Fig. 1: placed cells, one color a class
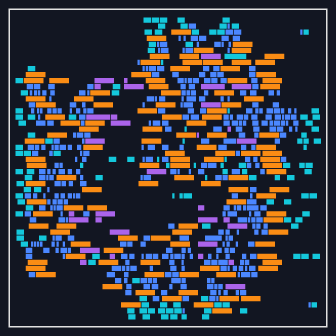
Fig. 2: the clock network
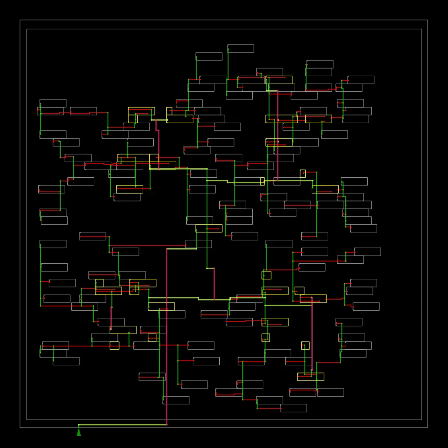
Fig. 3: wiring heat map
28 x 28 tiles, from dark blue (low) to red (high), scaled to the fullest tile. Values are wire area over tile area, all layers added.
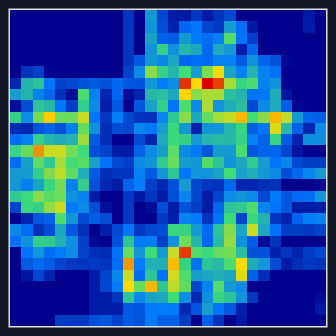
Fig. 4: clock wires, drivers and flops
Scale bar: 50 microns.
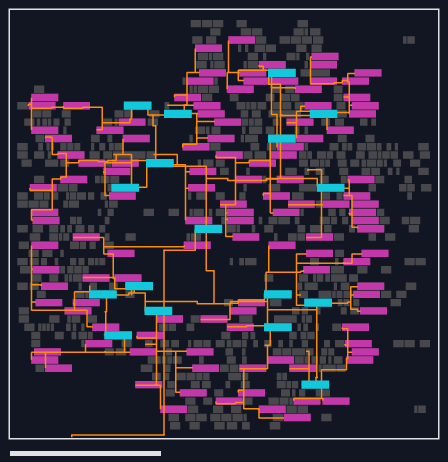
Fig. 5: metal 4
Cells faint in the background.
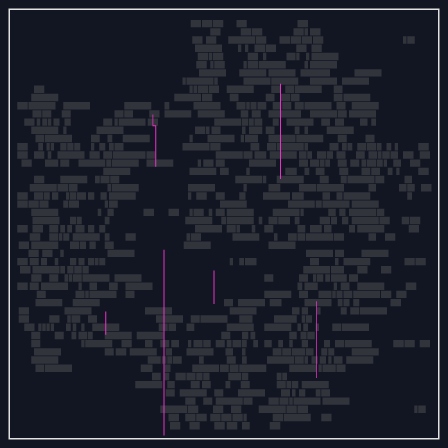
`src/rtl/otter_pipe_ctrl.sv`:
```
// Hazard and valid controller for the pipelined OTTER. It tracks per-register valid/tag state and
// decodes load-use stalls, branch flushes, memory waits and EX operand forwarding selects.
module otter_pipe_ctrl #(
  parameter int          NUM_STAGES     = 5,
  parameter int          REG_AW         = 5,
  parameter logic [31:0] STALL_CNT_INIT = 32'h0,
  localparam int         NR             = NUM_STAGES - 1,
  localparam int         FW             = $clog2(NUM_STAGES)
) (
  input  logic              CLK,
  input  logic              RESET,
  input  logic [REG_AW-1:0] de_rs1,
  input  logic [REG_AW-1:0] de_rs2,
  input  logic              de_rs1_used,
  input  logic              de_rs2_used,
  input  logic [REG_AW-1:0] de_rd,
  input  logic              de_reg_write,
  input  logic              de_is_load,
  input  logic              ex_branch_taken,
  input  logic              mem_busy,
  output logic              stall_pc,
  output logic [NR-1:0]     stall_reg,
  output logic [NR-1:0]     valid,
  output logic [FW-1:0]     fwd_a_sel,
  output logic [FW-1:0]     fwd_b_sel,
  output logic [31:0]       stall_cnt,
  output logic [31:0]       flush_cnt
);

  typedef struct packed {
    logic              v;
    logic [REG_AW-1:0] rd;
    logic              rw;
    logic              ld;
    logic [REG_AW-1:0] rs1;
    logic [REG_AW-1:0] rs2;
    logic              u1;
    logic              u2;
  } tag_t;

  tag_t        pr_q [NR];
  tag_t        pr_d [NR];
  logic [31:0] stall_cnt_q, stall_cnt_d;
  logic [31:0] flush_cnt_q, flush_cnt_d;
  logic        load_use, branch_ok, lu_stall, hold_pc;

  function automatic logic writer(tag_t t);
    return t.v && t.rw && (t.rd != '0);
  endfunction

  function automatic logic reads(logic used, logic [REG_AW-1:0] rs, logic [REG_AW-1:0] rd);
    return used && (rs != '0) && (rs == rd);
  endfunction

  // The DE instruction sits in reg 0. A load k regs ahead must keep it there until the next edge
  // brings the load into reg NR-1 exactly as the consumer enters EX, so only k up to NR-3 stalls.
  always_comb begin
    // NOTE: every combinational output gets a default first so no path can infer a latch.
    load_use = 1'b0;
    for (int k = 1; k <= NR - 3; k++) begin
      if (writer(pr_q[k]) && pr_q[k].ld &&
          (reads(pr_q[0].u1, pr_q[0].rs1, pr_q[k].rd) || reads(pr_q[0].u2, pr_q[0].rs2, pr_q[k].rd)))
        load_use = 1'b1;
    end
  end

  // Scan oldest to youngest so the youngest matching writer overwrites the select last.
  always_comb begin
    fwd_a_sel = '0;
    fwd_b_sel = '0;
    for (int k = NR - 1; k >= 2; k--) begin
      if (writer(pr_q[k]) && reads(pr_q[1].u1, pr_q[1].rs1, pr_q[k].rd)) fwd_a_sel = FW'(k);
      if (writer(pr_q[k]) && reads(pr_q[1].u2, pr_q[1].rs2, pr_q[k].rd)) fwd_b_sel = FW'(k);
    end
  end

  assign branch_ok = ex_branch_taken && pr_q[1].v && !mem_busy;
  assign lu_stall  = load_use && !mem_busy && !branch_ok;
  assign hold_pc   = mem_busy || lu_stall;
  assign stall_pc  = hold_pc && !RESET;
  assign stall_cnt = stall_cnt_q;
  assign flush_cnt = flush_cnt_q;

  always_comb begin
    stall_reg = '0;
    if (!RESET) begin
      if (mem_busy)      stall_reg = {1'b0, {(NR-1){1'b1}}};
      else if (lu_stall) stall_reg[0] = 1'b1;
    end
    for (int k = 0; k < NR; k++) valid[k] = pr_q[k].v;
  end

  // A bubble is an all-zero entry so its stale sources can never drive a forward select.
  always_comb begin
    pr_d = pr_q;
    if (mem_busy) begin
      pr_d[NR-1] = '0;
    end else begin
      for (int k = NR - 1; k >= 1; k--) pr_d[k] = pr_q[k-1];
      pr_d[0].v   = 1'b1;
      pr_d[0].rd  = de_rd;
      pr_d[0].rw  = de_reg_write;
      pr_d[0].ld  = de_is_load;
      pr_d[0].rs1 = de_rs1;
      pr_d[0].rs2 = de_rs2;
      pr_d[0].u1  = de_rs1_used;
      pr_d[0].u2  = de_rs2_used;
      if (branch_ok) begin
        pr_d[0] = '0;
        pr_d[1] = '0;
      end else if (lu_stall) begin
        pr_d[0] = pr_q[0];
        pr_d[1] = '0;
      end
    end
    stall_cnt_d = (hold_pc && stall_cnt_q != 32'hFFFF_FFFF) ? stall_cnt_q + 32'd1 : stall_cnt_q;
    flush_cnt_d = (branch_ok && flush_cnt_q != 32'hFFFF_FFFF) ? flush_cnt_q + 32'd1 : flush_cnt_q;
  end

  // NOTE: the tag array is control state that gates stalls and forwarding, so every entry is reset.
  always_ff @(posedge CLK or posedge RESET) begin
    if (RESET) begin
      for (int k = 0; k < NR; k++) pr_q[k] <= '0;
      stall_cnt_q <= STALL_CNT_INIT;
      flush_cnt_q <= '0;
    end else begin
      // NOTE: non-blocking updates keep every register sampling pre-edge values of its neighbour.
      pr_q        <= pr_d;
      stall_cnt_q <= stall_cnt_d;
      flush_cnt_q <= flush_cnt_d;
    end
  end

endmodule
```
`config.mk`:
```
export PLATFORM = sky130hd
export DESIGN_NAME = otter_pipe_ctrl
export DESIGN_NICKNAME = d
export VERILOG_FILES = /design/src/rtl/otter_pipe_ctrl.sv
export SDC_FILE = /design/constraint.sdc
export NUM_CORES = 1
export LEC_CHECK = 0
export ABC_AREA = 0
export CAP_MARGIN = 40
export CORE_MARGIN = 2
export CORE_UTILIZATION = 30
export DETAILED_ROUTE_END_ITERATION = 7
export GPL_TIMING_DRIVEN = 0
export SYNTH_ARGS = -nofsm -noshare
export SYNTH_HDL_FRONTEND = slang
export SYNTH_SLANG_ARGS = --single-unit
```
`constraint.sdc`:
```
create_clock -name CLK -period 4.5 [get_ports CLK]
set_input_delay 0.9 -clock CLK [delete_from_list [all_inputs] [get_ports CLK]]
set_output_delay 0.9 -clock CLK [all_outputs]
set_load 0.05 [all_outputs]
```
==> flow_summary.toml <==
# flow metrics
[run_status]
status = "finished, final reports clean"

[setup_path]
crit_arrival_ns = 3.29
r2r_slack_ns = 1.81
crit_type = "in2out"
crit_fanout = 10
required_ns = 3.60
slowest_delay_ns = 0.79

[timing]
fin_tns_setup_ns = 0
max_freq_mhz = 239
worstMarginPinSlew_ns = 0.817
slew_viol_final = 0
rsz0062_at_grt = "no"
hold_viol_final = 0

[cells_and_area]
utilization = 0.406
layout-drive-gt1-share = 0.110

[drt]
drt_iter0_markers = 190
firstDrtPassIters = 8
routedWlPerCell_microns = 16.2
viasPerCell = 4.96
drc = 0

[pwr]
leakage_nw = 3.32
internal_power_mw = 2.29
p_per_area_nw_per_um2 = 446
switching_share = 0.324
p_comb_frac = 0.208
clkPwrFrac = 0.393

[clock_tree]
cts_max_level = 4
root_buffer = "clkbuf_16"
clockBufferDepth = 2
clkSlewWorstSetupHoldPaths_ns = 0.06

[logic_synthesis]
avgSynthCellArea_sq_um = 11.1
netlist_area_sq_um = 5700
synth_flops = 118
mux_area_frac = 0.0472
ys_sh_xor = 0.138
yosysWarnings = 0

[hold_path]
min_from = "pr_q[72]"

[placement]
dp.cells = 847
place_hpwl_microns = 10200

[floorplanning]
fp_util = 0.305
pin_count = 102
die_x_microns = 142
rows = 50

[job]
warnings = 26
-- Fig. 1 (at the start) --
[orange] flops | cells: 118
[cyan] other buffers and delay cells | cells: 123
[purple] clock drivers and dummy loads | cells: 32
[blue] all other logic | cells: 371

-- Fig. 2 (at the start) --
clk_skew: 0.00674 ns
Num CTS Buffers: 17
flop count: 118
Clk. pwr: 1.33 mW

-- Fig. 3 (at the start) --
emptiest ninth of the die: upper left
tiles over half the peak: 11%
mean over tiles: 0.11
fullest tile: 0.50
nearly empty tiles: 24%

-- Fig. 4 (at the start) --
[magenta] flip-flops | count: 118
[cyan] cells driving clock nets | count: 17
[orange] clock wires | length: 1690 microns
routed clock nets: 18
flops lie: all over the die

-- Fig. 5 (at the start) --
wire length on this layer: 154 microns
longest straight run: 61.2 microns
nets with wire on the layer: 2
main direction: vertical
share of all routed wire: 1.1%

## layer usage
metal  share of wire  global-route usage
met5               0                   0
met4           0.011              0.0489
met3           0.051              0.0445
met2            0.46               0.226
met1            0.48               0.198
## Yosys cell counts (8+ instances only)
cell	instances	area, sq um
a22o_1	20	175
buf_4	9	67.6
clkbuf_1	10	37.5
dfrtp_1	118	2950
inv_1	8	30.0
mux2i_1	19	190
nand2_1	25	93.8
nand3_1	21	105
nand4_1	19	119
nor2_1	41	154
nor2b_1	8	50.1
nor3_1	21	105
nor4_1	12	75.1
or4_1	16	120
xnor2_1	39	342
xor2_1	51	447
## final cells by class
type / count / area, sq um
buffer: 24 / 144
clock buffer: 18 / 429
clock inverter: 14 / 153
fill: 1798 / 11100
inverter: 8 / 35.0
multi-input combinational: 363 / 2590
sequential: 118 / 2950
tap: 234 / 293
timing repair buffer: 99 / 1000
## power groups by stage
stage / Clock [mW] / Sequential, mW / Combinational [mW]
final: 1.33 / 1.35 / 0.703
after global routing: 1.41 / 1.37 / 0.751
after CTS: 1.36 / 1.35 / 0.712
after detailed placement: 0 / 1.37 / 0.709
after global placement: 0 / 1.37 / 0.694
after floorplan: 0 / 1.51 / 0.307
## registers in the layout, indices dropped and copies added (netlist names)
register and flops:
flush_cnt 32, pr_q 50, valid 4, stall_cnt 32
## worst max-delay path by stage
stage | to | cells past startpoint | slack (ns)
finish | stall_reg[2] | 6 | 0.31
global route | stall_reg[2] | 6 | 0.19
CTS | stall_reg[0] | 10 | 0.06
detailed placement | stall_reg[0] | 10 | -0.54
global placement | stall_cnt[1] | 2 | -1.26
floorplan | stall_reg[0] | 8 | 0.35
## logic make-up (layout without fill, tap and decap cells)
kind of cell	after synthesis	in the layout
other	1	3
adder cells (fa/ha/maj)	2	2
multiplexers	26	26
flip-flops	118	118
buffers and inverters	33	163
XOR/XNOR	90	90
AND-OR/OR-AND	33	33
AND/OR/NAND/NOR	209	209
## worst max-delay path, delay by kind of cell
family	cells	cell delay, ns
buffers and inverters	5	2.10
AND/OR/NAND/NOR	1	0.29
## timing repair
item / 4_1_cts / 5_1_grt
setup endpoints to repair: 2 / 3
cloned: 0 / 0
pin swaps: 0 / 0
resized: 11 / 3
## per-stage QoR
step,setup slack [ns],area [sq um]
after CTS,0.0589,7600
final,0.309,7600
after global placement,-1.26,6990
after detailed placement,-0.539,7020
after floorplan,0.345,5720
after global routing,0.188,7600
No activity file was given, so power comes from the tool's default toggle rates.
